File: config.mk
export PLATFORM = sky130hd
export DESIGN_NAME = mm_bank_loader
export DESIGN_NICKNAME = d
export VERILOG_FILES = /design/src/rtl/mm_bank_loader.sv
export SDC_FILE = /design/constraint.sdc
export NUM_CORES = 1
export LEC_CHECK = 0
export ABC_AREA = 1
export CAP_MARGIN = 15
export CORE_ASPECT_RATIO = 0.9
export CORE_UTILIZATION = 50
export DETAILED_ROUTE_END_ITERATION = 10
export PLACE_DENSITY = 0.82
export SYNTH_ARGS = -nofsm -noshare
export SYNTH_HDL_FRONTEND = slang
export SYNTH_SLANG_ARGS = --single-unit
File: constraint.sdc
create_clock -name clk -period 3.1 [get_ports clk]
set_clock_uncertainty 0.05 [all_clocks]
set_input_delay 0.62 -clock clk [delete_from_list [all_inputs] [get_ports clk]]
set_output_delay 0.62 -clock clk [all_outputs]
set_load 0.02 [all_outputs]
File: src/rtl/mm_bank_loader.sv
// Word-serial A-then-B loader that splits both matrices into the dual-bank memories used by mm_parallel.
// Optional stream framing check: define MM_LOADER_TLAST_CHECK_EN.
module mm_bank_loader #(
  parameter int width        = 8,
  parameter int A_depth_bits = 9,
  parameter int B_depth_bits = 9,
  parameter int M            = 64,
  parameter int N            = 8,
  parameter int P            = 2
) (
  input  logic                    clk,
  input  logic                    resetn,
  input  logic                    ctrl_start,
  output logic                    ctrl_busy,
  output logic                    ctrl_done,
  output logic                    ctrl_err,
  input  logic [width-1:0]        s_tdata,
  input  logic                    s_tvalid,
  output logic                    s_tready,
  input  logic                    s_tlast,
  output logic [A_depth_bits-1:0] A_write_address,
  output logic [width-1:0]        A_write_data_in,
  output logic                    A0_write_en,
  output logic                    A1_write_en,
  output logic [B_depth_bits-1:0] B_write_address,
  output logic [width-1:0]        B_write_data_in,
  output logic                    B0_write_en,
  output logic                    B1_write_en,
  output logic                    mm_start,
  input  logic                    mm_done
);
  localparam int CW   = (N > 1) ? $clog2(N) : 1;
  localparam int RW   = (M > 1) ? $clog2(M) : 1;
  localparam int PW   = (P > 1) ? $clog2(P) : 1;
  localparam int HALF = N / 2;

  typedef enum logic [2:0] {IDLE, LOAD_A, LOAD_B, RUN, FINISH} state_t;

  state_t                  state_reg;
  logic [CW-1:0]           a_col_reg;
  logic [RW-1:0]           a_row_reg;
  logic [A_depth_bits-1:0] a0_ptr_reg;
  logic [A_depth_bits-1:0] a1_ptr_reg;
  logic [CW-1:0]           b_row_reg;
  logic [PW-1:0]           b_col_reg;
  logic [B_depth_bits-1:0] b_ptr_reg;
  logic                    err_reg;

  logic accept, a_lo, a_last, b_lo, b_row_end, b_last;
  logic tlast_bad, tlast_missing;

  assign s_tready  = (state_reg == LOAD_A) || (state_reg == LOAD_B);
  assign ctrl_busy = (state_reg != IDLE);
  assign accept    = s_tvalid & s_tready;

  // Each bank sees its elements in stream order, so a plain per-bank pointer yields the address.
  assign a_lo      = a_col_reg < CW'(HALF);
  assign a_last    = (a_row_reg == RW'(M - 1)) && (a_col_reg == CW'(N - 1));
  assign b_lo      = b_row_reg < CW'(HALF);
  assign b_row_end = (b_col_reg == PW'(P - 1));
  assign b_last    = (b_row_reg == CW'(N - 1)) && b_row_end;

`ifdef MM_LOADER_TLAST_CHECK_EN
  assign tlast_bad     = s_tlast & ~((state_reg == LOAD_B) && b_last);
  assign tlast_missing = ~s_tlast & b_last;
  assign ctrl_err      = err_reg;
`else
  logic unused_tlast;
  assign unused_tlast  = s_tlast | err_reg;
  assign tlast_bad     = 1'b0;
  assign tlast_missing = 1'b0;
  assign ctrl_err      = 1'b0;
`endif

  always_ff @(posedge clk or negedge resetn) begin
    if (!resetn) begin
      state_reg       <= IDLE;
      a_col_reg       <= '0;
      a_row_reg       <= '0;
      a0_ptr_reg      <= '0;
      a1_ptr_reg      <= '0;
      b_row_reg       <= '0;
      b_col_reg       <= '0;
      b_ptr_reg       <= '0;
      err_reg         <= 1'b0;
      A_write_address <= '0;
      A_write_data_in <= '0;
      A0_write_en     <= 1'b0;
      A1_write_en     <= 1'b0;
      B_write_address <= '0;
      B_write_data_in <= '0;
      B0_write_en     <= 1'b0;
      B1_write_en     <= 1'b0;
      mm_start        <= 1'b0;
      ctrl_done       <= 1'b0;
    end else begin
      A0_write_en <= 1'b0;
      A1_write_en <= 1'b0;
      B0_write_en <= 1'b0;
      B1_write_en <= 1'b0;
      ctrl_done   <= 1'b0;
      case (state_reg)
        IDLE: begin
          if (ctrl_start) begin
            state_reg  <= LOAD_A;
            a_col_reg  <= '0;
            a_row_reg  <= '0;
            a0_ptr_reg <= '0;
            a1_ptr_reg <= '0;
            b_row_reg  <= '0;
            b_col_reg  <= '0;
            b_ptr_reg  <= '0;
            err_reg    <= 1'b0;
          end
        end
        LOAD_A: begin
          if (accept) begin
            if (tlast_bad) begin
              err_reg   <= 1'b1;
              state_reg <= IDLE;
            end else begin
              A_write_data_in <= s_tdata;
              A_write_address <= a_lo ? a0_ptr_reg : a1_ptr_reg;
              A0_write_en     <= a_lo;
              A1_write_en     <= ~a_lo;
              if (a_lo) a0_ptr_reg <= a0_ptr_reg + 1'b1;
              else      a1_ptr_reg <= a1_ptr_reg + 1'b1;
              if (a_col_reg == CW'(N - 1)) begin
                a_col_reg <= '0;
                a_row_reg <= a_row_reg + 1'b1;
              end else begin
                a_col_reg <= a_col_reg + 1'b1;
              end
              if (a_last) state_reg <= LOAD_B;
            end
          end
        end
        LOAD_B: begin
          if (accept) begin
            if (tlast_bad) begin
              err_reg   <= 1'b1;
              state_reg <= IDLE;
            end else begin
              B_write_data_in <= s_tdata;
              B_write_address <= b_ptr_reg;
              B0_write_en     <= b_lo;
              B1_write_en     <= ~b_lo;
              // B1 addressing restarts once the lower half of the rows is done
              if ((b_row_reg == CW'(HALF - 1)) && b_row_end) b_ptr_reg <= '0;
              else                                           b_ptr_reg <= b_ptr_reg + 1'b1;
              if (b_row_end) begin
                b_col_reg <= '0;
                b_row_reg <= b_row_reg + 1'b1;
              end else begin
                b_col_reg <= b_col_reg + 1'b1;
              end
              if (b_last) begin
                state_reg <= RUN;
                if (tlast_missing) err_reg <= 1'b1;
              end
            end
          end
        end
        RUN: begin
          if (mm_start && mm_done) begin
            mm_start  <= 1'b0;
            ctrl_done <= 1'b1;
            state_reg <= FINISH;
          end else begin
            mm_start <= 1'b1;
          end
        end
        FINISH:  state_reg <= IDLE;
        default: state_reg <= IDLE;
      endcase
    end
  end
endmodule

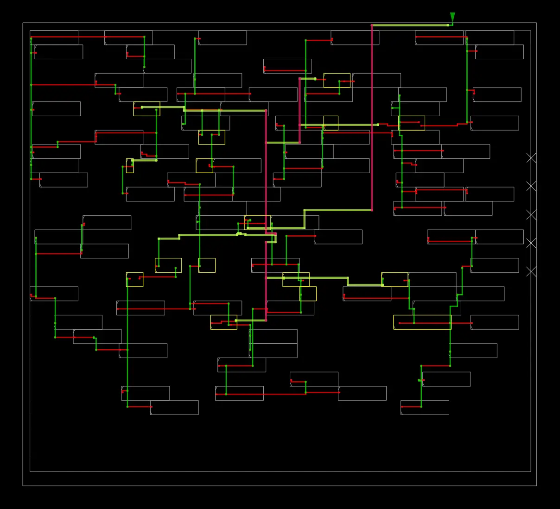
Figure 1: run 1, the clock network.
number of sequential cells: 83
sinks on the clock net: 83
clock distribution power: 796 uW
number of clock buffers in the layout: 10
latest clock arrival within the worst-skew pair: 370 ps

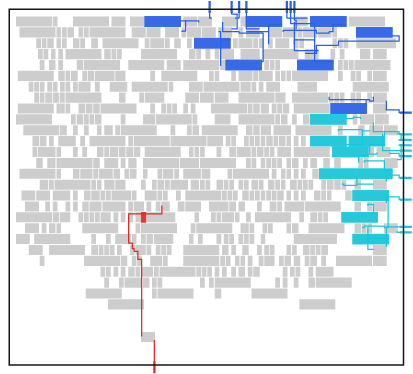
Figure 2: run 1, port wiring.
Drawn at 4 px/um.
| colour | port | bits | direction | end cells | buffers | wire |
|---|---|---|---|---|---|---|
| blue | B_write_data_in | 8 | output | 8 | 8 | 198 um |
| cyan | A_write_address | 9 | output | 9 | 9 | 142 um |
| red | ctrl_busy | 1 | output | 1 | 1 | 49.8 um |

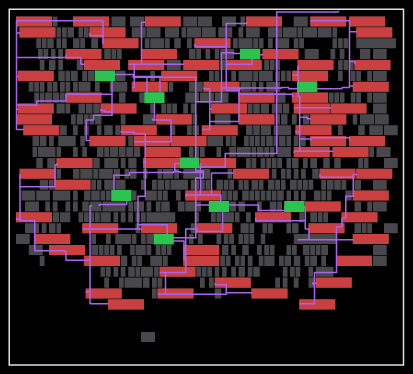
Figure 3: run 1, clock wires, drivers and flops.
Drawn at 4 px/um.
[green] cells driving clock nets | count: 9
[red] flip-flops | count: 83
[purple] clock wires | length: 1030 um
routed clock nets: 10

==> run notes, run 1 <==
Routing
* 5.229 — vias per cell
* 5 — DR DRC count
* 4381 um — met2 wire len
* 0 — ANT nets after route
* 417 um — metal3 WL
* 4028 um — routed length on met1
* 8939 um — total wirelength of the detailed-routed design
* met4 — highest metal layer used by the detailed router
* 220 — DRC marker count from the first detailed-route iteration
* 12.96 um — detailed-route wire length per cell
* 8 — Pre-antenna DRT Iters
* 3608 — number of vias in the routed layout

Synth
* dfrtp_1 50%, nand2_1 18%, nor2_1 5.1% — dominant cells by area after synthesis
* 83 — number of synthesized register bits
* 49.91% — area fraction of the dominant cell type after synthesis
* nand2_1 — most frequent cell after synthesis
* 532 — number of cells in Yosys stat
* 49.91% — sequential element share of the synthesized area
* 0% — Mux area share
* 4161 um2 — area of the mapped netlist
* 532 — Synth Instances
* 0 — count of library flops with an enable pin
* 0 — Yosys warnings
* 0.6314% — XOR Share, Synth
* 100.0% — async set-or-reset flop fraction in the synthesized netlist
* 202 x nand2_1, 83 x dfrtp_1, 57 x nor2_1 — most common library cells after synthesis
* 7.005% — and-or/or-and share of the synthesized area
* 4161 um2 — chip area line of the yosys report
* simple AND/OR/NAND/NOR gates — combinational family with the most area after synthesis
* 7.822 um2 — synthesized area divided by synthesized cell count
* dfrtp_1 — cell accounting for the most synthesized area
* 33 — synth unique cells
* 33.19% — Basic Gates by Area
* 2.706% — FA/HA/MAJ Cells, Area Fraction

Global route
* 4.976% — met3 Use GR
* 14960 um — first-pass GRT wire length
* 0 — GR Overflow Total
* 0 — number of antenna violations at the first check in global routing
* 37.77% — GR met2 Demand/Resource
* 3474 — via count of the first global-routing pass
* met2 — most used routing layer

Layout
* 43 — Non-Clock Inverter Count
* 0 — total inserted antenna cells
* 4.031% — clock network area share
* 41.82% — fraction of area in registers
* 4966 um2 — cell area after layout
* 11.84% — signal buffers share of area
* nand2_1 — Top cell excl fill/tap
* registers — largest class
* 609 — post-layout net count
* 19.33% — area growth from synthesis to final layout
* 36.56% — multi-input gate share of total cell area
* 202 x nand2_1, 83 x dfrtp_1, 57 x nor2_1 — Top Layout Cells
* 7.107% — share of final-layout standard cells stronger than drive strength 1
* 391 — Combinational Gates
* 1815 um2 — area occupied by multi-input gates
* 2077 um2 — area used by sequential logic in the layout
* 58 — non-clock buffer count in the final layout
* 707 — number of filler instances in the final layout
* 61.55% — utilization after layout

Setup path
* clkdlybuf4s50_1 — cell type of the slowest stage on the worst timing path
* 4 — Crit. path cell count
* 1180 ps — R2R Setup Slk
* 6 — number of cells traversed by the worst register-to-register path
* 620 ps — peak per-stage delay on the critical path
* nor2_4 > nand2_1 > nand2_1 > clkdlybuf4s50_1 — crit-path cells
* reg2out — CP Class
* 1 — crit path buf inv count
* 7 — maximum fanout count along the critical path
* a_col_reg[2] — startpoint of the worst register-to-register path
* 2430 ps — required arrival time at the worst endpoint
* nand2_1 — Top cell by count, worst path
* buffers and inverters — Top Family by Delay on Critical Path
* primary output — crit end category
* s_tready — last element of the critical path
* state_reg[2] — launching instance or port of the critical path
* 2030 ps — arrival time reported for the critical path endpoint

Placed design
* 763.7 ps — post-placement worst setup slack
* 6168 um — HPWL Detailed

Power
* 38.0% — portion of total power attributed to sequential cells
* 1640 uW — power of the combinational group
* 20.3% — clock share of power
* 42.03% — Sw Share
* 789.4 nW/um2 — PD cells
* 1490 uW — sequential group power
* 41.7% — part of the total power dissipated in combinational logic
* 2273 uW — cell internal pwr
* 0.002450 uW — leakage power summed over all cells
* combinational cells — Max power group
* 0.0005404 V — Peak supply drop

Final timing
* 151.7 ps — hold slack final
* false — unrepaired setup endpoints after global routing
* 0 ps — setup total negative slack
* 2704 ps — Final min period
* 0 — # setup viols final
* 395.8 ps — final setup slack of the worst path
* 0 — number of max-slew violations in the final report

Floorplan
* 8693 um2 — floorplan die area
* 99 — total number of tap cells
* 57 — ports placed on the boundary
* 98.17 um — Die X
* 31 — number of cell rows
* 51.58% — starting density of the core

Min path
* in2async — Worst Hold Class

Run
* 0 — max-capacitance violation count
* 28 — number of logged tool warnings

Clocking
* yes — TritonCTS clock tree
* 3 — H-tree levels
* 9 — number of buffers inserted during clock tree synthesis
* clkbuf_8 — CTS Root Cell
* 0 — count of hold-fix buffers inserted at cts
* 2 — buffer depth of the longest clock path
* 90 ps — clock input transition at the sequential cells of the worst setup and hold paths
* 0 — Setup Buffers After CTS

Outcome
* complete, but fails checks — status
* design-rule violations — violations in the final reports

Figure 4. Metal 3 (run 1).
Drawn at 4 px/um.
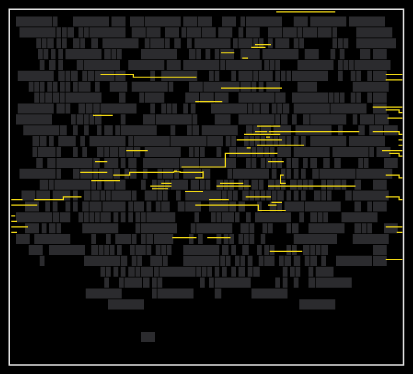

==> inputs of run 2 (changes only) <==
--- a/config.mk
+++ b/config.mk
@@ -8,6 +8,7 @@
 export ABC_AREA = 1
 export CAP_MARGIN = 15
 export CORE_ASPECT_RATIO = 0.9
+export CORE_MARGIN = 8
 export CORE_UTILIZATION = 50
 export DETAILED_ROUTE_END_ITERATION = 10
 export PLACE_DENSITY = 0.82
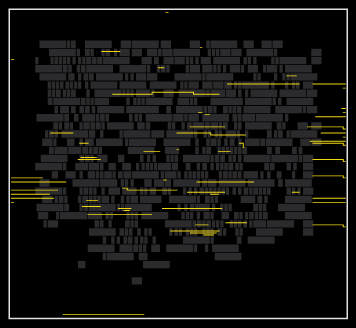
Figure 5: run 2, metal 3.
Drawn at 3 px/um.
main direction: horizontal
share of all routed wire: 5.6%

==> run 2 against run 1 <==
Register-to-register slack worse by 60 ps. Utilization hardly changed. Sequential share of layout area hardly changed. Wire length is 4.1% higher. The run now ends clean. Critical path depth stayed put. Cell area hardly changed. Flip-flop count stayed put. Maximum frequency is 1.2% lower.
==> run notes, run 2 <==
Outcome
* complete, no violations — status, was complete, but fails checks

Floorplan
* 11500 um2 — floorplan die area, was 8693 um2
* 99 — total number of tap cells, unchanged
* 57 — ports placed on the boundary, unchanged

Setup path
* 2430 ps — required arrival time at the worst endpoint, about the same
* 620 ps — peak per-stage delay on the critical path, about the same
* buffers and inverters — Top Family by Delay on Critical Path, unchanged
* 1120 ps — R2R Setup Slk, was 1180 ps
* 1 — crit path buf inv count, unchanged
* 7 — maximum fanout count along the critical path, unchanged
* state_reg[2] — startpoint of the worst register-to-register path, was a_col_reg[2]
* primary output — crit end category, unchanged
* 2070 ps — arrival time reported for the critical path endpoint, was 2030 ps
* reg2out — CP Class, unchanged
* state_reg[2] — launching instance or port of the critical path, unchanged
* nor2_4 > nand2_1 > nand2_1 > clkdlybuf4s50_1 — crit-path cells, unchanged
* clkdlybuf4s50_1 — cell type of the slowest stage on the worst timing path, unchanged
* 4 — Crit. path cell count, unchanged
* nand2_1 — Top cell by count, worst path, unchanged
* s_tready — last element of the critical path, unchanged
* 6 — number of cells traversed by the worst register-to-register path, unchanged

Synth
* 83 — number of synthesized register bits, unchanged
* 4161 um2 — chip area line of the yosys report, unchanged
* 0% — Mux area share, unchanged
* simple AND/OR/NAND/NOR gates — combinational family with the most area after synthesis, unchanged
* dfrtp_1 — cell accounting for the most synthesized area, unchanged
* dfrtp_1 50%, nand2_1 18%, nor2_1 5.1% — dominant cells by area after synthesis, unchanged
* nand2_1 — most frequent cell after synthesis, unchanged
* 100.0% — async set-or-reset flop fraction in the synthesized netlist, unchanged
* 0 — count of library flops with an enable pin, unchanged
* 0.6314% — XOR Share, Synth, unchanged
* 532 — Synth Instances, unchanged
* 33 — synth unique cells, unchanged
* 4161 um2 — area of the mapped netlist, unchanged
* 7.822 um2 — synthesized area divided by synthesized cell count, unchanged
* 49.91% — sequential element share of the synthesized area, unchanged
* 2.706% — FA/HA/MAJ Cells, Area Fraction, unchanged
* 0 — Yosys warnings, unchanged

Layout
* 83 — number of sequential cells, unchanged
* 57 — non-clock buffer count in the final layout, was 58
* 391 — Combinational Gates, unchanged
* 6.949% — share of final-layout standard cells stronger than drive strength 1, was 7.107%
* nand2_1 — Top cell excl fill/tap, unchanged
* 11.29% — signal buffers share of area, was 11.84%
* 41.83% — fraction of area in registers, was 41.82%
* 202 x nand2_1, 83 x dfrtp_1, 57 x nor2_1 — Top Layout Cells, unchanged
* 0 — total inserted antenna cells, unchanged
* 19.30% — area growth from synthesis to final layout, was 19.33%
* 4.562% — clock network area share, was 4.031%
* 702 — number of filler instances in the final layout, was 707
* 43 — Non-Clock Inverter Count, unchanged
* registers — largest class, unchanged
* 2077 um2 — area used by sequential logic in the layout, unchanged
* 1815 um2 — area occupied by multi-input gates, unchanged
* 608 — post-layout net count, was 609

Routing
* 3575 — number of vias in the routed layout, was 3608
* 4027 um — routed length on met1, was 4028 um
* 5.189 — vias per cell, was 5.229
* 519 um — metal3 WL, was 417 um
* 209 — DRC marker count from the first detailed-route iteration, was 220
* 0 — ANT nets after route, unchanged
* 9305 um — total wirelength of the detailed-routed design, was 8939 um
* 0 — DR DRC count, was 5
* 5 — Pre-antenna DRT Iters, was 8
* met4 — highest metal layer used by the detailed router, unchanged
* 13.51 um — detailed-route wire length per cell, was 12.96 um

Global route
* 3518 — via count of the first global-routing pass, was 3474
* 4.859% — met3 Use GR, was 4.976%
* 29.77% — GR met2 Demand/Resource, was 37.77%
* met2 — most used routing layer, unchanged
* 16130 um — first-pass GRT wire length, was 14960 um
* 0 — number of antenna violations at the first check in global routing, unchanged
* 0 — GR Overflow Total, unchanged

Power
* 22.0% — clock share of power, was 20.3%
* 1640 uW — power of the combinational group, about the same
* 1490 uW — sequential group power, about the same
* 0.0005491 V — Peak supply drop, was 0.0005404 V
* 2367 uW — cell internal pwr, was 2273 uW
* 806.8 nW/um2 — PD cells, was 789.4 nW/um2
* 881 uW — clock distribution power, was 796 uW
* combinational cells — Max power group, unchanged
* 40.9% — part of the total power dissipated in combinational logic, was 41.7%
* 0.002450 uW — leakage power summed over all cells, unchanged
* 37.1% — portion of total power attributed to sequential cells, was 38.0%

Clocking
* 83 — sinks on the clock net, unchanged
* 3 — H-tree levels, unchanged
* yes — TritonCTS clock tree, unchanged
* 2 — buffer depth of the longest clock path, unchanged
* 9 — number of buffers inserted during clock tree synthesis, unchanged
* 360 ps — latest clock arrival within the worst-skew pair, was 370 ps
* 0 — count of hold-fix buffers inserted at cts, unchanged
* 80 ps — clock input transition at the sequential cells of the worst setup and hold paths, was 90 ps
* 0 — Setup Buffers After CTS, unchanged

Final timing
* 0 ps — setup total negative slack, unchanged
* 0 — number of max-slew violations in the final report, unchanged
* 2738 ps — Final min period, was 2704 ps
* 362.3 ps — final setup slack of the worst path, was 395.8 ps

Run
* 0 — max-capacitance violation count, unchanged

Min path
* in2async — Worst Hold Class, unchanged

Placed design
* 654.5 ps — post-placement worst setup slack, was 763.7 ps

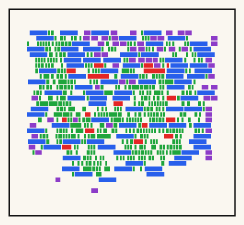
Figure 6: run 2, cells coloured by class.
Drawn at 2 px/um.
| colour | class | cells |
|---|---|---|
| red | clock drivers and dummy loads | 16 |
| green | all other logic | 434 |
| blue | flops | 83 |
| purple | other buffers and delay cells | 57 |

Figure 7. The clock network (run 2).
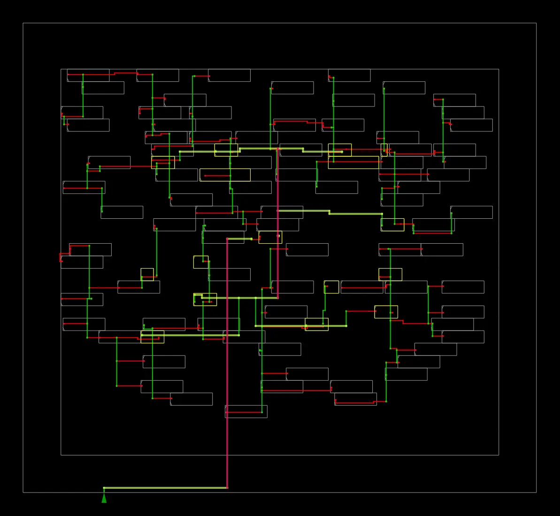

==> inputs of run 3 (changes only) <==
==> constraint.sdc (replaced) <==
create_clock -name clk -period 3.3 [get_ports clk]
set_clock_uncertainty 0.05 [all_clocks]
set_input_delay 0.66 -clock clk [delete_from_list [all_inputs] [get_ports clk]]
set_output_delay 0.66 -clock clk [all_outputs]
set_load 0.02 [all_outputs]
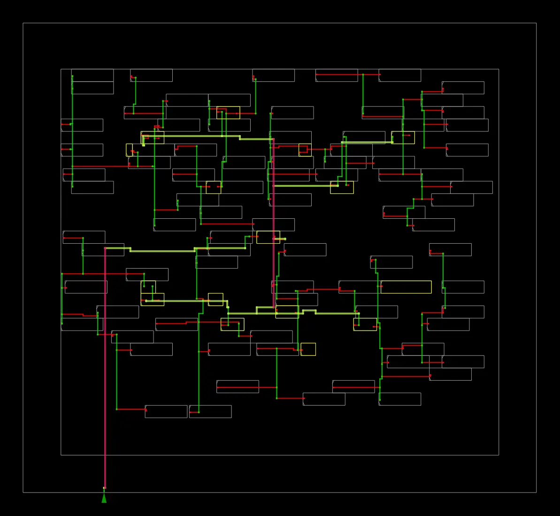
Figure 8: run 3, the clock network.
latest clock arrival within the worst-skew pair: 360 ps
clock distribution power: 744 uW
number of buffers inserted during clock tree synthesis: 9

==> run 3 against run 2 <==
Flip-flop count stayed put. Count of clock-buffer cells in the layout is 1 lower. Via count is 0.28% lower. Critical endpoint unchanged. Clock power is 16% lower. Area after synthesis stayed put. Highest routed layer unchanged. Critical path depth stayed put.
==> run notes, run 3 <==
Clocking
* 83 — sinks on the clock net, unchanged
* yes — TritonCTS clock tree, unchanged
* 0 — count of hold-fix buffers inserted at cts, unchanged
* 2 — buffer depth of the longest clock path, unchanged
* 3 — H-tree levels, unchanged
* 0 — Setup Buffers After CTS, unchanged
* 90 ps — clock input transition at the sequential cells of the worst setup and hold paths, was 80 ps
* clkbuf_8 — CTS Root Cell, unchanged

Synth
* 33.19% — Basic Gates by Area, unchanged
* nand2_1 — most frequent cell after synthesis, unchanged
* 49.91% — sequential element share of the synthesized area, unchanged
* dfrtp_1 — cell accounting for the most synthesized area, unchanged
* 4161 um2 — area of the mapped netlist, unchanged
* 202 x nand2_1, 83 x dfrtp_1, 57 x nor2_1 — most common library cells after synthesis, unchanged
* 0% — Mux area share, unchanged
* 33 — synth unique cells, unchanged
* dfrtp_1 50%, nand2_1 18%, nor2_1 5.1% — dominant cells by area after synthesis, unchanged
* 100.0% — async set-or-reset flop fraction in the synthesized netlist, unchanged
* 0 — count of library flops with an enable pin, unchanged
* 0.6314% — XOR Share, Synth, unchanged
* 2.706% — FA/HA/MAJ Cells, Area Fraction, unchanged
* 555 — synthesized net count, unchanged
* 7.822 um2 — synthesized area divided by synthesized cell count, unchanged
* 83 — number of synthesized register bits, unchanged
* 7.005% — and-or/or-and share of the synthesized area, unchanged
* 0 — Yosys warnings, unchanged
* 4161 um2 — chip area line of the yosys report, unchanged

Floorplan
* 51.58% — starting density of the core, unchanged
* 99 — total number of tap cells, unchanged
* 11500 um2 — floorplan die area, unchanged
* 57 — ports placed on the boundary, unchanged

Run
* 28 — number of logged tool warnings, unchanged
* 0 — max-capacitance violation count, unchanged

Setup path
* a_row_reg[5] — worst r2r dst, was b_row_reg[1]
* reg2out — CP Class, unchanged
* s_tready — last element of the critical path, unchanged
* 620 ps — peak per-stage delay on the critical path, about the same
* 1 — crit path buf inv count, unchanged
* buffers and inverters — Top Family by Delay on Critical Path, unchanged
* 6 — number of cells traversed by the worst register-to-register path, unchanged
* nor2_4 > nand2_1 > nand2_1 > clkdlybuf4s50_1 — crit-path cells, unchanged
* clkdlybuf4s50_1 — cell type of the slowest stage on the worst timing path, unchanged
* 1350 ps — R2R Setup Slk, was 1120 ps
* 2040 ps — arrival time reported for the critical path endpoint, was 2070 ps
* 4 — Crit. path cell count, unchanged
* 7 — maximum fanout count along the critical path, unchanged
* 2590 ps — required arrival time at the worst endpoint, was 2430 ps
* primary output — crit end category, unchanged
* state_reg[2] — launching instance or port of the critical path, unchanged

Final timing
* false — unrepaired setup endpoints after global routing, unchanged
* 2748 ps — Final min period
* 551.7 ps — final setup slack of the worst path, was 362.3 ps
* 221.6 ps — hold slack final, was 379.2 ps
* 0 ps — setup total negative slack, unchanged
* 0 — # setup viols final, unchanged

Global route
* met2 — most used routing layer, unchanged
* 30.00% — GR met2 Demand/Resource, was 29.77%
* 3653 — via count of the first global-routing pass, was 3518
* 0 — number of antenna violations at the first check in global routing, unchanged
* 5.211% — met3 Use GR, was 4.859%
* 16070 um — first-pass GRT wire length, was 16130 um

Outcome
* complete, no violations — status, unchanged

Layout
* nand2_1 — Top cell excl fill/tap, unchanged
* 0 — total inserted antenna cells, unchanged
* 1815 um2 — area occupied by multi-input gates, unchanged
* 202 x nand2_1, 83 x dfrtp_1, 57 x nor2_1 — Top Layout Cells, unchanged
* 41.89% — fraction of area in registers, was 41.83%
* 11.71% — signal buffers share of area, was 11.29%
* 19.15% — area growth from synthesis to final layout, was 19.30%
* 7.107% — share of final-layout standard cells stronger than drive strength 1, was 6.949%
* 4.037% — clock network area share, was 4.562%
* registers — largest class, unchanged
* 719 — number of filler instances in the final layout, was 702
* 2077 um2 — area used by sequential logic in the layout, unchanged
* 58 — non-clock buffer count in the final layout, was 57
* 61.46% — utilization after layout, was 61.54%
* 10 — number of clock buffers in the layout, was 11
* 391 — Combinational Gates, unchanged
* 609 — post-layout net count, was 608

Routing
* 0 — ANT nets after route, unchanged
* 13.44 um — detailed-route wire length per cell, was 13.51 um
* 4 — Pre-antenna DRT Iters, was 5
* met4 — highest metal layer used by the detailed router, unchanged
* 509 um — metal3 WL, was 519 um
* 3970 um — routed length on met1, was 4027 um
* 4531 um — met2 wire len, was 4579 um
* 5.167 — vias per cell, was 5.189
* 0 — DR DRC count, unchanged
* 3565 — number of vias in the routed layout, was 3575
* 177 — DRC marker count from the first detailed-route iteration, was 209

Placed design
* 54 — port bufs, unchanged
* 852.5 ps — post-placement worst setup slack, was 654.5 ps
* 6677 um — HPWL Detailed, was 6654 um

Power
* combinational cells — Max power group, unchanged
* 0.0006220 V — Peak supply drop, was 0.0005491 V
* 41.98% — Sw Share, was 40.90%
* 1400 uW — sequential group power, was 1490 uW
* 2134 uW — cell internal pwr, was 2367 uW
* 41.8% — part of the total power dissipated in combinational logic, was 40.9%
* 20.2% — clock share of power, was 22.0%
* 741.7 nW/um2 — PD cells, was 806.8 nW/um2
* 1540 uW — power of the combinational group, was 1640 uW
* 37.9% — portion of total power attributed to sequential cells, was 37.1%

Min path
* in2async — Worst Hold Class, unchanged

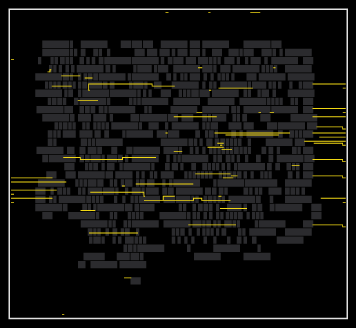
Figure 9: run 3, metal 3.
Drawn at 3 px/um.
nets with wire on the layer: 49
main direction: horizontal
longest straight run: 24.8 um

Power is estimated from default activity; no workload was simulated.
